File: src/rtl/pb_sample_fifo_irq.sv
// pb_sample_fifo_irq
// PicoBlaze I/O-port responder that queues 8-bit datapath samples in a
// 16-entry FIFO. The processor pops samples and reads status/count through
// input ports, and configures interrupt enable, flush, overflow clear and
// the fill threshold through output ports. The interrupt fires once each
// time the fill level climbs to the threshold. It re-arms only after the
// level drops below the threshold again.

module pb_sample_fifo_irq #(
   parameter logic [7:0] DATA_PORT   = 8'h00,
   parameter logic [7:0] STATUS_PORT = 8'h01,
   parameter logic [7:0] COUNT_PORT  = 8'h02,
   parameter logic [7:0] CTRL_PORT   = 8'h04,
   parameter logic [7:0] THRESH_PORT = 8'h08
) (
   input  logic       clk,
   input  logic       reset,
   input  logic [7:0] sample_data,
   input  logic       sample_valid,
   input  logic [7:0] port_id,
   input  logic       read_strobe,
   input  logic       write_strobe,
   input  logic [7:0] out_port,
   output logic [7:0] in_port,
   output logic       interrupt,
   input  logic       interrupt_ack,
   output logic [4:0] fifo_count
);

   localparam logic [4:0] DEPTH      = 5'd16;
   localparam logic [4:0] THRESH_RST = 5'd8;

   // Storage and state registers
   logic [7:0] mem_r [0:15];
   logic [3:0] rd_ptr_r;
   logic [3:0] wr_ptr_r;
   logic [4:0] count_r;
   logic [7:0] in_port_r;
   logic       interrupt_r;
   logic       armed_r;
   logic       irq_en_r;
   logic       overflow_r;
   logic [4:0] threshold_r;

   // Combinational decode
   logic       empty_s;
   logic       full_s;
   logic       ctrl_wr_s;
   logic       thresh_wr_s;
   logic       flush_s;
   logic       ovf_clr_s;
   logic       pop_s;
   logic       push_s;
   logic       ovf_set_s;
   logic [4:0] next_count_s;
   logic [4:0] thresh_clamp_s;
   logic       irq_set_s;
   logic [7:0] status_s;
   logic [7:0] rd_mux_s;

   // Port decode, FIFO handshake, next fill level and read-data mux
   always_comb begin
      empty_s        = 1'b0;
      full_s         = 1'b0;
      ctrl_wr_s      = 1'b0;
      thresh_wr_s    = 1'b0;
      flush_s        = 1'b0;
      ovf_clr_s      = 1'b0;
      pop_s          = 1'b0;
      push_s         = 1'b0;
      ovf_set_s      = 1'b0;
      next_count_s   = count_r;
      thresh_clamp_s = threshold_r;
      irq_set_s      = 1'b0;
      status_s       = 8'h00;
      rd_mux_s       = 8'h00;

      empty_s     = (count_r == 5'd0);
      full_s      = (count_r == DEPTH);
      ctrl_wr_s   = write_strobe && (port_id == CTRL_PORT);
      thresh_wr_s = write_strobe && (port_id == THRESH_PORT);
      flush_s     = ctrl_wr_s && out_port[1];
      ovf_clr_s   = ctrl_wr_s && out_port[2];

      // A flush wins over any pop or push happening on the same edge.
      pop_s     = read_strobe && (port_id == DATA_PORT) && !empty_s && !flush_s;
      // When full, a simultaneous pop frees the slot the push needs.
      push_s    = sample_valid && (!full_s || pop_s) && !flush_s;
      ovf_set_s = sample_valid && full_s && !pop_s && !flush_s;

      if (flush_s) begin
         next_count_s = 5'd0;
      end else begin
         case ({push_s, pop_s})
            2'b10:   next_count_s = count_r + 5'd1;
            2'b01:   next_count_s = count_r - 5'd1;
            default: next_count_s = count_r;
         endcase
      end

      if (out_port == 8'h00) begin
         thresh_clamp_s = 5'd1;
      end else if (out_port > 8'd16) begin
         thresh_clamp_s = DEPTH;
      end else begin
         thresh_clamp_s = out_port[4:0];
      end

      irq_set_s = irq_en_r && armed_r && (next_count_s >= threshold_r);

      status_s = {3'b000, irq_en_r, interrupt_r, overflow_r, full_s, empty_s};

      case (port_id)
         DATA_PORT: begin
            if (empty_s) begin
               rd_mux_s = 8'h00;
            end else begin
               rd_mux_s = mem_r[rd_ptr_r];
            end
         end
         STATUS_PORT: rd_mux_s = status_s;
         COUNT_PORT:  rd_mux_s = {3'b000, count_r};
         default:     rd_mux_s = 8'h00;
      endcase
   end

   // Sample storage; contents need no reset because the pointers define validity
   always_ff @(posedge clk) begin
      if (push_s) begin
         mem_r[wr_ptr_r] <= sample_data;
      end
   end

   // Read/write pointers and fill count
   always_ff @(posedge clk) begin
      if (reset) begin
         rd_ptr_r <= 4'd0;
         wr_ptr_r <= 4'd0;
         count_r  <= 5'd0;
      end else if (flush_s) begin
         rd_ptr_r <= 4'd0;
         wr_ptr_r <= 4'd0;
         count_r  <= 5'd0;
      end else begin
         if (pop_s) begin
            rd_ptr_r <= rd_ptr_r + 4'd1;
         end
         if (push_s) begin
            wr_ptr_r <= wr_ptr_r + 4'd1;
         end
         count_r <= next_count_s;
      end
   end

   // Control register, sticky overflow flag and interrupt threshold
   always_ff @(posedge clk) begin
      if (reset) begin
         irq_en_r    <= 1'b0;
         overflow_r  <= 1'b0;
         threshold_r <= THRESH_RST;
      end else begin
         if (ctrl_wr_s) begin
            irq_en_r <= out_port[0];
         end
         if (ovf_clr_s) begin
            overflow_r <= 1'b0;
         end else if (ovf_set_s) begin
            overflow_r <= 1'b1;
         end
         if (thresh_wr_s) begin
            threshold_r <= thresh_clamp_s;
         end
      end
   end

   // Edge-style interrupt: fire once at threshold, re-arm below it, ack wins
   always_ff @(posedge clk) begin
      if (reset) begin
         interrupt_r <= 1'b0;
         armed_r     <= 1'b1;
      end else begin
         if (next_count_s < threshold_r) begin
            armed_r <= 1'b1;
         end else if (irq_set_s) begin
            armed_r <= 1'b0;
         end

         if (interrupt_ack) begin
            interrupt_r <= 1'b0;
         end else if (irq_set_s) begin
            interrupt_r <= 1'b1;
         end
      end
   end

   // Pipelined read-data register, follows port_id every cycle
   always_ff @(posedge clk) begin
      if (reset) begin
         in_port_r <= 8'h00;
      end else begin
         in_port_r <= rd_mux_s;
      end
   end

   assign in_port    = in_port_r;
   assign interrupt  = interrupt_r;
   assign fifo_count = count_r;

endmodule

File: config.mk
export PLATFORM = sky130hd
export DESIGN_NAME = pb_sample_fifo_irq
export DESIGN_NICKNAME = d
export VERILOG_FILES = /design/src/rtl/pb_sample_fifo_irq.sv
export SDC_FILE = /design/constraint.sdc
export NUM_CORES = 1
export LEC_CHECK = 0
export ABC_CLOCK_PERIOD_IN_PS = 14700
export CORE_MARGIN = 2
export CORE_UTILIZATION = 60
export DETAILED_ROUTE_END_ITERATION = 10
export PLACE_DENSITY = 0.81
export SYNTH_ARGS = -nofsm -noshare
export SYNTH_HDL_FRONTEND = slang
export SYNTH_SLANG_ARGS = --single-unit
export TNS_END_PERCENT = 5
File: constraint.sdc
create_clock -name clk -period 14.7 [get_ports clk]
set_clock_uncertainty 0.1 [all_clocks]
set_input_delay 2.94 -clock clk [delete_from_list [all_inputs] [get_ports clk]]
set_output_delay 2.94 -clock clk [all_outputs]
set_load 0.02 [all_outputs]
==> flow_summary.toml, run 1 <==
# synthesis and place-and-route metrics
[final_timing]
holdWs_ns = 0.362
worst-slew-pin-transition_ns = 0.936
final_min_period_over_clock_period_pct = 47.7
final_critical_period_ns = 7.01
timing.final.setup_violations = 0
rsz0062_at_grt = "false"
number_of_pins_with_negative_max_slew_slack_in_the_final_report = 0
timing.fmax_mhz = 143
timing.final.hold_violations = 0
max-slew-margin-rel_pct = 37.2
finalSetupTns_ns = 0

[min_path]
holdCritStartpoint = "threshold_r[1]"
holdPathEnd = "threshold_r[1]"
whs_path_depth = 2
holdCritPathClass = "flop to flop"

[floorplan]
fp_util_pct = 61.6
top_level_ports = 44
placement_rows = 38
floorplan.die_area_um2 = 12000

[clock_network]
cts_tree = "built"
number_of_h_tree_levels = 4
cts.clk_slew.worst_paths_ns = 0.06
clock-sinks = 162
cts_resized = 0
ctsLongestPathBuffers = 2
cts-buffers-inserted = 17
post-cts-setup-buffer-count = 0
clk_root_buffer_cell = "clkbuf_8"
cts_hold_repair.buffers = 0

[synthesis]
synth.area.top_cells = "edfxtp_1 58%, mux4_2 12%, dfxtp_1 10%"
yosysUniqueCellTypes = 46
synth.top_cell.area_share_pct = 57.5
synthesized_area_um2 = 6680
yosys_warnings = 0
yosysChipArea_um2 = 6680
dominantRegCellSynth = "edfxtp_1"
ys_cells = 406
synth_async_sr_flop_share_pct = 0
synth-edff-count = 128
synth-seq-area-share_pct = 67.7
ys_top_cells_by_count = "128 x edfxtp_1, 37 x mux4_2, 34 x dfxtp_1, 28 x nor2_1, 20 x inv_1"
postSynthRegisterBits = 162
post-synth-top-area-cell = "edfxtp_1"
fp_nets = 449
netlist_instances = 406
synth_top_cell_by_count = "edfxtp_1"
synth_area_per_cell_um2 = 16.5

[cells_and_area]
num-nets-final = 495
drive_gt1_share_pct = 16.1
insertedDiodeCount = 0
finalInstanceArea_um2 = 7800
fin_util_pct = 72.0
synthToLayoutAreaGrowth_pct = 16.7
final.fill_count = 656

[critical_path]
rrSetupSlack_ns = 10.35
crit_path_frequent_cell = "ha_1"
crit_chain = "clkdlybuf4s50_1, or4_1, a2111oi_4, o21a_4, inv_1, ha_1, xor2_1, ha_1, a21oi_1, o31a_1, a31oi_1, xnor2_1, nor2_1, ha_1, o22ai_1, or3_1"
crit_slowest_cell = "a2111oi_4"
crit_family = "AND-OR/OR-AND gates"
critical_path.max_fanout = 17
worst_endpoint_required_time_ns = 15.02
worst_setup_path_start_kind = "input port"
rr_startpoint = "fifo_count[1]"
rr_worst_depth = 15
worstSetupPathType = "input port to flop"
crit_path_end_kind = "flop"
timing.critical_path.slowest_cell_delay_ns = 0.69
timing.critical_path.arrival_ns = 7.33
reg2reg_to = "armed_r"
critical_path.n_buffers_inverters = 2

[routing]
route.vias.total = 3756
vias_per_cell = 6.21
drc = 0
drt-total-wl_mm = 13.9
wl_cell_um = 23.0
antenna_violating_nets_post_route = 0
dr.first_iter.drc_count = 403
drt_pre_antenna_iters = 5

[grt]
grtUsageTotal_pct = 25.0
grt_pass1_vias = 3669
global_route_wire_length_before_repair_mm = 20.6
number_of_antenna_violations_at_the_first_check_in_global_routing = 0
globalRouteOverflowTotal = 0
grt_max_degree = 33

[job]
max_cap_viol_count = 0
stage_log_warnings = 30

[place]
routabilityCongestion = 0.834
placement.cell_area_um2 = 7240
post-dp-hpwl_mm = 8.68
buffer_ports.inserted = 43

[pwr]
power_per_cell_area_nw_per_um2 = 123
power.static_leakage_nw = 2.60

[outcome]
result_of_the_run = "completed"
## run 1: final cells by class
class | count | area, um^2 | area share (%)
Timing Repair Buffer | 47 | 460 | 5.90
Clock buffer | 28 | 507 | 6.50
Clock inverter | 4 | 48.8 | 0.626
Tap cell | 140 | 175 | 2.25
Inverter | 20 | 75.1 | 0.962
Sequential cell | 162 | 4530 | 58.0
Multi-Input combinational cell | 204 | 2010 | 25.7
## run 1: cell usage in the layout, fill, tap and decap left out, types with 3 or more instances in the layout
cell             Yosys  routed
dfxtp_1             34      33
inv_1               20      20
clkbuf_1            11       7
o22ai_1              7       7
clkbuf_8             0       4
a22oi_1              6       6
edfxtp_1           128     128
a21oi_1              6       6
xor2_1               4       4
ha_1                13      13
nor3_1               5       4
nor4_1               3       3
and3_1              15      15
o211ai_1             3       3
mux4_2              37      37
mux2i_1              7       7
buf_4                0       4
nor2_1              28      28
clkbuf_16            0      17
clkdlybuf4s50_1      0      43
xnor2_1              7       7
nand4b_1             3       3
nand3_1              4       4
a211oi_1             8       8
nand2_1              9       9
nor2b_1              8       8
## run 1: how the worst max path moves through the flow
stage,start,end,slack (ns),cells past startpoint
floorplan,port_id[7],armed_r,7.78,20
global placement,port_id[7],armed_r,7.35,18
detailed placement,port_id[7],armed_r,7.18,16
CTS,port_id[7],armed_r,7.72,16
global route,port_id[7],armed_r,7.41,18
finish,port_id[7],armed_r,7.69,16
## run 1: routing by layer
metal	part of all wire (%)	track usage (%)
met2	52	41.2
met5	0	0
met1	40	32.1
met3	5.8	6.88
met4	1.9	9.22
## run 1: worst min-delay path, cell delays in order, from the launching register on
cell	delay [ns]
dfxtp_1	0.31
nand2_1	0.05
a21oi_1	0.05
## run 1: through the flow
stage | total power, mW | cells | worst slack (ns)
after floorplan | 0.534 | 406 | 7.78
after global placement | 0.552 | 573 | 7.35
after detailed placement | 0.555 | 573 | 7.18
after CTS | 0.962 | 605 | 7.72
after global routing | 0.984 | 605 | 7.41
final | 0.956 | 605 | 7.69
## run 1: cells by family (layout without fill, tap and decap cells)
logic type | Yosys count | after routing | share of synthesized area [%]
fa+ha+maj | 13 | 13 | 2.43
mux | 45 | 45 | 13.7
flops | 162 | 162 | 67.7
compound gates | 44 | 44 | 5.00
xor+xnor | 11 | 11 | 1.44
simple gates | 91 | 91 | 7.36
buf+inv | 40 | 99 | 2.32
## run 1: registers in the layout, summed over array words and instances (netlist names), named ones only
| signal | count |
|---|---|
| wr_ptr_r | 4 |
| interrupt | 1 |
| overflow_r | 1 |
| armed_r | 1 |
| mem_r | 128 |
| irq_en_r | 1 |
| in_port | 8 |
| threshold_r | 5 |
| rd_ptr_r | 4 |
| fifo_count | 5 |
## run 1: power breakdown
part | internal (mW) | leakage [nW] | switching, mW | total, mW
Combinational | 0.0195 | 0.895 | 0.0227 | 0.0422
Clock | 0.248 | 0.269 | 0.161 | 0.410
Sequential | 0.500 | 1.43 | 0.00395 | 0.504
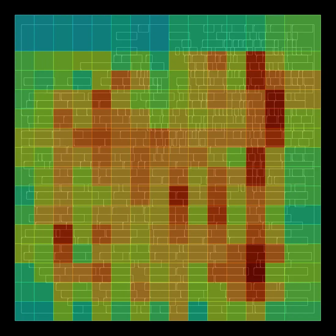
run_1/final_congestion.png
met1 layer usage reported by global route: 32.1%
met2 usage: 41.2%
GRT busiest layer: met2

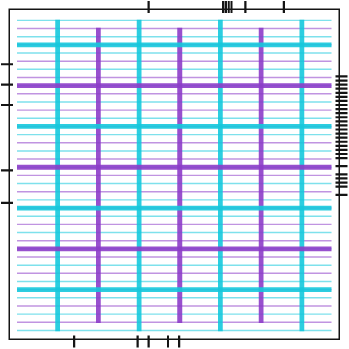
run_1/pdn.png
(3 px per um) Pins as bars on the die edge.
Cyan shows VSS. Purple shows VDD.
The core has 38 rows. 7 straps on met5.
die extent in x: 110 um
die extent in y: 110 um
placeable core region: 10,800 um^2
largest voltage drop on the vdd net: 0.000101 V

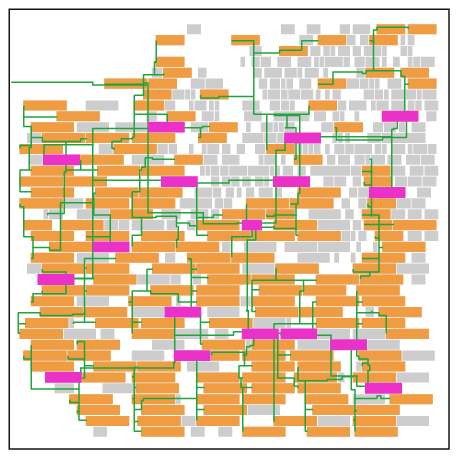
run_1/clock_map.png
(4 px per um)
Magenta shows cells driving clock nets, count 17. Green shows clock wires, length 1,660 um. Orange shows flip-flops, count 162.
There are 18 routed clock nets.
fraction of power consumed by the clock network: 42.9%
source-to-sink clock delay at the later pin of the worst-skew pair: 0.53 ns
power dissipated in the clock network: 410 uW

run_1/cell_classes.png
(4 px per um) Fill, decap, tap and diode cells in gray.
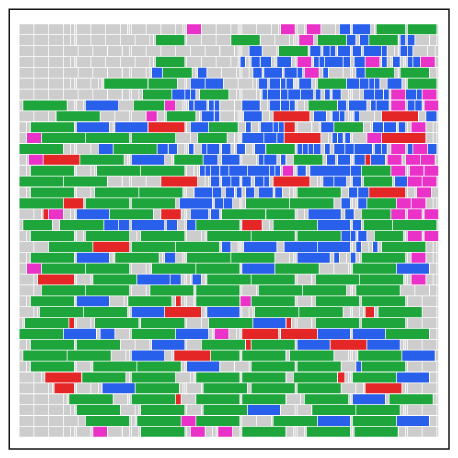

==> run 2, diff against run 1 <==
- ABC_CLOCK_PERIOD_IN_PS: 14700 -> 6500
- CORE_UTILIZATION: 60 -> 59
- PLACE_DENSITY: 0.81 -> 0.8
- clock period: 14.7 -> 6.5 ns (I/O delays scaled with it)
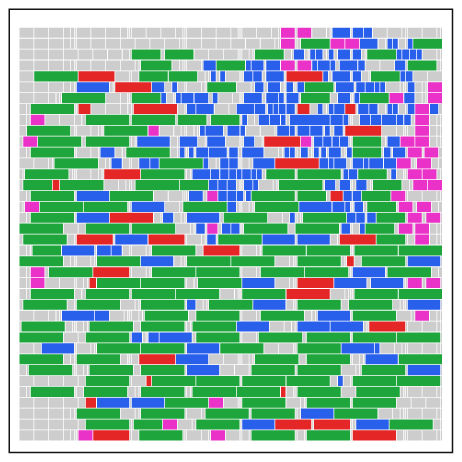
run_2/cell_classes.png
(4 px per um) Fill, decap, tap and diode cells in gray.
Red shows clock drivers and dummy loads, cells 32, share of their area 8.3%. Magenta shows other buffers and delay cells, cells 47, share of their area 6.0%. Blue shows all other logic, cells 224, share of their area 27%. Green shows flip-flops, cells 162, share of their area 59%.

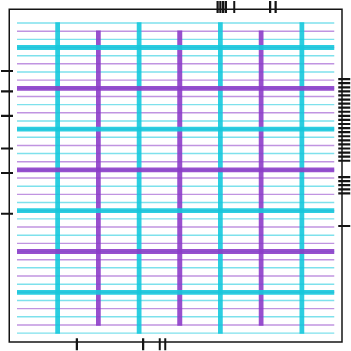
run_2/pdn.png
(3 px per um) Pins as bars on the die edge.
Cyan shows VSS. Purple shows VDD.
7 straps on met4. The core has 38 rows. 39 met1 rails follow the rows. 7 straps on met5.
die extent in y: 110 um
die extent in x: 110 um
largest voltage drop on the vdd net: 0.000221 V
placeable core region: 10,900 um^2

==> run 2 against run 1 <==
Critical path depth increased by 3. Largest power group unchanged. Total power grew 140%. Highest routed layer unchanged. Sequential share of layout area is 0.58 points lower. Core utilization up 0.095 points. Combinational power is 130% higher. Synthesized area did not move. Global-route usage fell by 0.89 points. Cell count stayed put. Count of clock-buffer cells in the layout is 9 lower. Sequential power grew 130%.
==> flow_summary.toml, run 2 <==
# synthesis and place-and-route metrics
[synthesis]
synthesized_area_um2 = 6680
synth_area_per_cell_um2 = 16.5
fp_nets = 449
netlist_instances = 406
yosysUniqueCellTypes = 46
post-synth-top-area-cell = "edfxtp_1"
ys_top_cells_by_count = "128 x edfxtp_1, 37 x mux4_2, 34 x dfxtp_1, 28 x nor2_1, 20 x inv_1"
yosysChipArea_um2 = 6680
synth.area.top_cells = "edfxtp_1 58%, mux4_2 12%, dfxtp_1 10%"
synth.top_cell.area_share_pct = 57.5
synth_top_cell_by_count = "edfxtp_1"
ys_cells = 406
postSynthRegisterBits = 162
synth-edff-count = 128
yosys_warnings = 0
dominantRegCellSynth = "edfxtp_1"
synth_async_sr_flop_share_pct = 0
synth-seq-area-share_pct = 67.7

[job]
max_cap_viol_count = 0
stage_log_warnings = 30

[cells_and_area]
drive_gt1_share_pct = 17.0
regArea_um2 = 4530
stdcell_count = 605
final_layout_top_logic_cells = "128 x edfxtp_1, 43 x clkdlybuf4s50_1, 37 x mux4_2, 33 x dfxtp_1, 28 x nor2_1"
most_common_logic_cell_in_the_routed_design = "edfxtp_1"
final.fill_count = 676
finalInstanceArea_um2 = 7880
mi_logic_area_um2 = 2000
largest_register_ffs = 128
num-nets-final = 495
insertedDiodeCount = 0
synthToLayoutAreaGrowth_pct = 17.9
top_register = "mem_r"

[critical_path]
worstSetupPathType = "input port to flop"
critical_path.n_buffers_inverters = 3
worst_setup_path_start_kind = "input port"
crit_chain = "clkdlybuf4s50_1, or4_1, a2111oi_4, buf_4, o21a_4, inv_1, ha_1, xor2_1, ha_1, a21oi_1, xnor2_1, nor2_1, xnor2_1, nor2_1, ha_1, o21ai_0, nand2b_1, a211oi_1, or3_1"
critical_path.max_fanout = 17
crit_path_end_kind = "flop"
crit_slowest_cell = "or4_1"
worst_endpoint_required_time_ns = 6.70
timing.critical_path.arrival_ns = 5.50
crit_family = "simple AND/OR/NAND/NOR gates"
timing.critical_path.slowest_cell_delay_ns = 0.68
crit_path_frequent_cell = "ha_1"

[final_timing]
number_of_pins_with_negative_max_slew_slack_in_the_final_report = 0
max-slew-margin-rel_pct = 18.9
final_min_period_over_clock_period_pct = 81.5
rsz0062_at_grt = "false"
finalSetupTns_ns = 0
worst-slew-pin-transition_ns = 1.21
timing.final.setup_violations = 0
timing.fmax_mhz = 189
final_critical_period_ns = 5.30
timing.final.hold_violations = 0

[routing]
vias_per_cell = 6.29
dr.first_iter.drc_count = 393
route.vias.total = 3807
wl_cell_um = 23.4
antenna_violating_nets_post_route = 0
drt-total-wl_mm = 14.1
drt_pre_antenna_iters = 7
drc = 0

[grt]
global_route_wire_length_before_repair_mm = 21.7
grtUsageTotal_pct = 24.1
grt_pass1_vias = 3811
globalRouteOverflowTotal = 0
number_of_antenna_violations_at_the_first_check_in_global_routing = 0
grt_max_degree = 33

[place]
buffer_ports.inserted = 43
routabilityCongestion = 0.837
placement.cell_area_um2 = 7240
placedCellCount = 573
post-dp-hpwl_mm = 8.68

[clock_network]
post-cts-setup-buffer-count = 0
ctsLongestPathBuffers = 2
cts_hold_repair.buffers = 0
cts.clk_slew.worst_paths_ns = 0.06
insertion_delay_ns = 0.42
cts-buffers-inserted = 17
cts_tree = "built"
clock-sinks = 162
number_of_h_tree_levels = 4
clk_root_buffer_cell = "clkbuf_16"
cts_resized = 0

[floorplan]
floorplan.die_area_um2 = 12200
fp_util_pct = 61.1
top_level_ports = 44
placement_rows = 38

[min_path]
holdCritPathClass = "flop to flop"

[pwr]
power_per_cell_area_nw_per_um2 = 293
power.static_leakage_nw = 2.63

[outcome]
result_of_the_run = "completed"
run 2: cell types whose count changed in the layout (fill, tap and decap cells not counted), sizes merged:
cell / before / now
clkinvlp: 1 / 2
inv: 21 / 22
bufinv: 1 / 5
clkinv: 1 / 4
clkbuf: 28 / 19
run 2: worst min-delay path, stage by stage, from the launching register on:
cell and delay [ns]:
dfxtp_1 0.31, nand2_1 0.05, a21oi_1 0.05
run 2: stage by stage:
step / power [mW] / worst slack [ns] / hold slack (ns) / utilization [%]
after global routing: 2.37 / 0.894 / 0.384 / 72.0
after floorplan: 1.21 / 1.22 / 0.332 / -
after detailed placement: 1.26 / 0.778 / 0.348 / 66.2
final: 2.31 / 1.20 / 0.358 / 72.0
after global placement: 1.25 / 0.960 / 0.344 / 66.2
after CTS: 2.32 / 1.23 / 0.358 / 72.0
run 2: worst paths after layout:
| check | from | slack (ns) | endpoint | depth (start not counted) |
|---|---|---|---|---|
| worst max-delay path | port_id[7] | 1.20 | armed_r | 19 |
| worst min-delay path | threshold_r[1] | 0.36 | threshold_r[1] | 2 |
| worst max register to register | fifo_count[1] | 2.21 | armed_r | 16 |
| worst min register to register | threshold_r[1] | 0.36 | threshold_r[1] | 2 |
run 2: final cells by class:
class                      instances  share of cell area (%)
clock inverter                    13                    2.62
timing repair buffer              47                    5.84
sequential                       162                    57.4
clock buffer                      19                    5.49
multi-input combinational        204                    25.4
tap                              140                    2.22
inverter                          20                   0.953
run 2: where the power goes:
group | leakage [nW] | total [mW] | internal [mW] | switching, mW
logic | 0.895 | 0.0968 | 0.0440 | 0.0528
registers | 1.43 | 1.14 | 1.13 | 0.00822
clock network | 0.308 | 1.07 | 0.682 | 0.392
total | 2.63 | 2.31 | 1.86 | 0.453
run 2: metal layers:
layer  global-route usage [%]  wire, um
met1                     31.6      5760
met2                     39.4      7090
met3                     6.26      1010
met4                     9.00       280
met5                        0         0
run 2: logic make-up (layout without fill, tap and decap cells):
kind of cell | after synthesis | in the layout | share of synthesized area, %
adder cells (fa/ha/maj) | 13 | 13 | 2.43
flip-flops | 162 | 162 | 67.7
AND-OR/OR-AND | 44 | 44 | 5.00
XOR/XNOR | 11 | 11 | 1.44
buffers and inverters | 40 | 99 | 2.32
multiplexers | 45 | 45 | 13.7
AND/OR/NAND/NOR | 91 | 91 | 7.36
Power and IR drop assume default switching activity.
